Figure 1. Drive-strength map.
The bar under the picture is 20 um long.
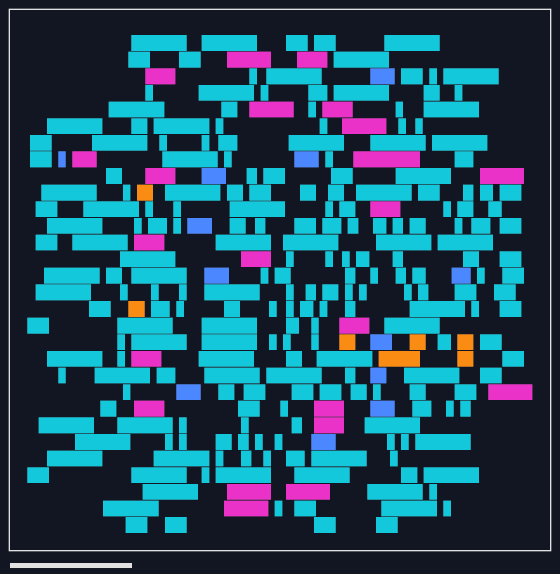
Figure 2. A small window of the routed layout.
Region (29, 29) to (59, 59) um. Cells in grey, sequential cells in the stronger grey; small squares are vias.
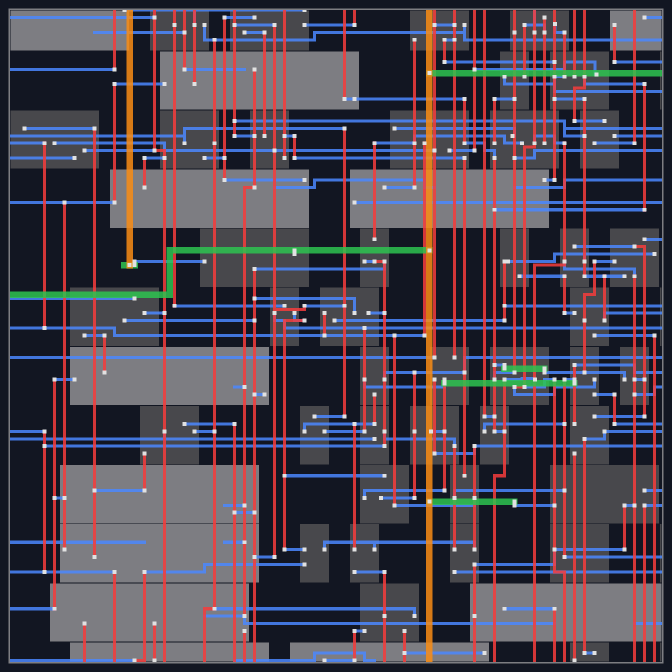
Figure 3. Nets reached from selected ports.
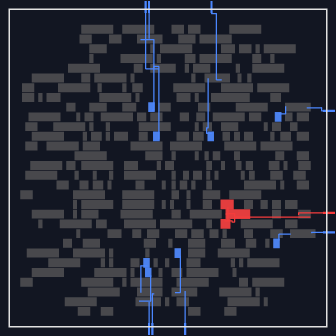
## src/rtl/cpu_data_pkg.sv

```systemverilog
`default_nettype none
// ============================================================================
//  Module      : cpu_data (package)
//  Description : Shared definitions for the interrupt controller: FSM state
//                encoding, configuration register addresses and a one-hot
//                helper.
//  Revision    : 1.0 - initial release
// ============================================================================
package cpu_data;

    localparam int NUM_IRQ = 8;

    typedef enum logic [1:0] {
        ST_IDLE    = 2'd0,
        ST_REQUEST = 2'd1,
        ST_SERVICE = 2'd2
    } state_e;

    localparam logic [1:0] ADDR_MASK       = 2'd0;
    localparam logic [1:0] ADDR_PENDING    = 2'd1;
    localparam logic [1:0] ADDR_IN_SERVICE = 2'd2;
    localparam logic [1:0] ADDR_SWTRIG     = 2'd3;

    function automatic logic [NUM_IRQ-1:0] onehot8(input logic [2:0] idx);
        return 8'b0000_0001 << idx;
    endfunction

endpackage
`default_nettype wire

```

## src/rtl/irq_priority_encoder.sv

```systemverilog
`default_nettype none
// ============================================================================
//  Module      : irq_priority_encoder
//  Description : Fixed-priority winner select, bit 0 highest. Combinational.
//  Ports       : in    - candidate request vector
//                valid - any bit of in is set
//                index - lowest set bit index (0 when none set)
//  Revision    : 1.0 - initial release
// ============================================================================
module irq_priority_encoder (
    input  logic [7:0] in,
    output logic       valid,
    output logic [2:0] index
);

    always_comb begin
        valid = |in;
        index = 3'd0;
        // Scan from lowest priority upward so the last hit is the lowest index.
        for (int i = 7; i >= 0; i--) begin
            if (in[i]) begin
                index = 3'(i);
            end
        end
    end

endmodule
`default_nettype wire

```

## src/rtl/interrupt_controller.sv

```systemverilog
`default_nettype none
// ============================================================================
//  Module      : interrupt_controller
//  Description : 8-line edge-triggered interrupt controller with mask,
//                pending, in-service and software-trigger registers and a
//                non-nesting IDLE/REQUEST/SERVICE handshake with the CPU.
//  Ports       : clk, reset (async, active-high)
//                irq_in    - asynchronous rising-edge interrupt lines
//                cfg_we/cfg_addr/cfg_wdata/cfg_rdata - register access
//                ack, eoi  - CPU accept / end-of-interrupt pulses
//                irq, vector, busy - request, requested line, in service
//  Revision    : 1.0 - initial release
// ============================================================================
module interrupt_controller
    import cpu_data::*;
(
    input  logic       clk,
    input  logic       reset,
    input  logic [7:0] irq_in,
    input  logic       cfg_we,
    input  logic [1:0] cfg_addr,
    input  logic [7:0] cfg_wdata,
    output logic [7:0] cfg_rdata,
    input  logic       ack,
    input  logic       eoi,
    output logic       irq,
    output logic [2:0] vector,
    output logic       busy
);

    logic [7:0] sync1_q, sync2_q, prev_q;
    logic [7:0] armed_q, armed_d;
    logic [1:0] settle_q;
    logic [7:0] pending_q, pending_d;
    logic [7:0] mask_q, mask_d;
    logic [7:0] in_service_q, in_service_d;
    logic [2:0] vector_q, vector_d;
    state_e     state_q, state_d;

    logic [7:0] w_rise, w_sw_set, w_cfg_clr, w_ack_clr;
    logic       w_take, w_valid;
    logic [2:0] w_index;

    irq_priority_encoder u_prio (
        .in    (pending_q & mask_q),
        .valid (w_valid),
        .index (w_index)
    );

    // A line only becomes eligible for edge detection once the synchroniser
    // has carried a genuinely sampled low; settle_q marks when sync2_q holds
    // real data rather than its reset value, so a line held high through
    // reset never produces a spurious edge.
    always_comb begin
        armed_d   = armed_q | (~sync2_q & {8{settle_q[1]}});
        w_rise    = sync2_q & ~prev_q & armed_q;
        w_sw_set  = (cfg_we && cfg_addr == ADDR_SWTRIG)  ? cfg_wdata : 8'h00;
        w_cfg_clr = (cfg_we && cfg_addr == ADDR_PENDING) ? cfg_wdata : 8'h00;
        w_take    = (state_q == ST_REQUEST) && ack;
        w_ack_clr = w_take ? onehot8(vector_q) : 8'h00;
        // Sets are OR-ed in after clears so a coincident set wins.
        pending_d = (pending_q & ~(w_cfg_clr | w_ack_clr)) | w_rise | w_sw_set;
        mask_d    = (cfg_we && cfg_addr == ADDR_MASK) ? cfg_wdata : mask_q;
    end

    always_comb begin
        state_d      = state_q;
        vector_d     = vector_q;
        in_service_d = in_service_q;
        case (state_q)
            ST_IDLE: begin
                if (w_valid) begin
                    state_d  = ST_REQUEST;
                    vector_d = w_index;
                end
            end
            ST_REQUEST: begin
                // The request is held until ack regardless of mask/pending.
                if (ack) begin
                    state_d      = ST_SERVICE;
                    in_service_d = onehot8(vector_q);
                end
            end
            ST_SERVICE: begin
                if (eoi) begin
                    state_d      = ST_IDLE;
                    in_service_d = 8'h00;
                end
            end
            default: state_d = ST_IDLE;
        endcase
    end

    always_ff @(posedge clk or posedge reset) begin
        if (reset) begin
            sync1_q      <= 8'h00;
            sync2_q      <= 8'h00;
            prev_q       <= 8'h00;
            armed_q      <= 8'h00;
            settle_q     <= 2'b00;
            pending_q    <= 8'h00;
            mask_q       <= 8'h00;
            in_service_q <= 8'h00;
            vector_q     <= 3'd0;
            state_q      <= ST_IDLE;
        end else begin
            sync1_q      <= irq_in;
            sync2_q      <= sync1_q;
            prev_q       <= sync2_q;
            armed_q      <= armed_d;
            settle_q     <= {settle_q[0], 1'b1};
            pending_q    <= pending_d;
            mask_q       <= mask_d;
            in_service_q <= in_service_d;
            vector_q     <= vector_d;
            state_q      <= state_d;
        end
    end

    always_comb begin
        case (cfg_addr)
            ADDR_MASK:       cfg_rdata = mask_q;
            ADDR_PENDING:    cfg_rdata = pending_q;
            ADDR_IN_SERVICE: cfg_rdata = in_service_q;
            default:         cfg_rdata = 8'h00;
        endcase
    end

    assign irq    = (state_q == ST_REQUEST);
    assign busy   = (state_q == ST_SERVICE);
    assign vector = vector_q;

endmodule
`default_nettype wire

```

## config.mk

```make
export PLATFORM = sky130hd
export DESIGN_NAME = interrupt_controller
export DESIGN_NICKNAME = d
export VERILOG_FILES = /design/src/rtl/cpu_data_pkg.sv /design/src/rtl/irq_priority_encoder.sv /design/src/rtl/interrupt_controller.sv
export SDC_FILE = /design/constraint.sdc
export NUM_CORES = 1
export LEC_CHECK = 0
export CAP_MARGIN = 20
export CELL_PAD_IN_SITES_DETAIL_PLACEMENT = 1
export CELL_PAD_IN_SITES_GLOBAL_PLACEMENT = 1
export CORE_MARGIN = 2
export CORE_UTILIZATION = 35
export CTS_BUF_LIST = sky130_fd_sc_hd__clkbuf_4 sky130_fd_sc_hd__clkbuf_8
export CTS_CLUSTER_DIAMETER = 150
export DETAILED_ROUTE_END_ITERATION = 7
export PLACE_DENSITY_LB_ADDON = 0.2
export SLEW_MARGIN = 40
export SYNTH_ARGS = -nofsm -noshare
export SYNTH_HDL_FRONTEND = slang
export SYNTH_SLANG_ARGS = --single-unit
```

## constraint.sdc

```tcl
create_clock -name clk -period 3 [get_ports clk]
set_input_delay 0.3 -clock clk [delete_from_list [all_inputs] [get_ports clk]]
set_output_delay 0.3 -clock clk [all_outputs]
set_load 0.05 [all_outputs]
```

==> out/results.txt <==
Layout Cells excl Fill: 361
sequential share of power: 41.7%
Vias/cell: 4.86
Synth Area in Adders: 0%
status: finished clean
simple share: 12.4%
Non-CTS inverters: 11
max-cap violation count: 0
via count: 1753
Post-DP Area: 0.00304 mm2
CP Launch Type: register
Power Clock: 785 uW
htree depth: 3
Chip Height: 88.4 um
Final clock-cell share: 6.68%
I/O pin count: 36
Worst path depth: 2
Setup Viol. Count Final: 0
most used routing layer: met2
Buffers on Ports: 35
tool warning count: 26
normalized max-slew margin: 61.9%
hold buffers post-CTS: 0
fp_density: 36.5%
Mapped Area: 0.00249 mm2
Signal buffers: 39
Top Layout Cells: 63 x dfrtp_1, 48 x nand2_1, 27 x clkdlybuf4s50_1
Synth Area in XOR/XNOR: 0%
Critical Path Sink Type: primary output
post-CTS setup buffers: 0
Finished Core Util: 47.7%
Die Width: 88.4 um
routed wire length: 5.97 mm
Non-Filler Cell Area, Final: 0.00326 mm2
slew at the pin closest to its max-slew limit: 0.572 ns
kind of critical path: reg2out
Worst VDD drop: 0.289 mV
Notes on Figure 1 above:
| colour | size | cells |
|---|---|---|
| blue | x2 | 12 |
| magenta | x6 and larger | 22 |
| cyan | x1 and smaller | 224 |
| orange | x3 and x4 | 7 |

Notes on Figure 2 above:
| colour | layer |
|---|---|
| orange | M4 |
| green | M3 |
| red | M2 |
| blue | M1 |
sequential cells in the window: 9
cells with their middle in the window: 49
most frequent: dfrtp_1 (9), nand2_1 (8), nor2_1 (6)
netlist names of flops here include: in_service_q (4), mask_q (3)

Notes on Figure 3 above:
| colour | port | direction | edge | end cells | wire |
|---|---|---|---|---|---|
| blue | cfg_rdata | output | 3 top, 3 bottom, 2 right | 8 | 187 um |
| red | cfg_we | input | right | 3 | 40.7 um |

Power and IR drop assume default switching activity.
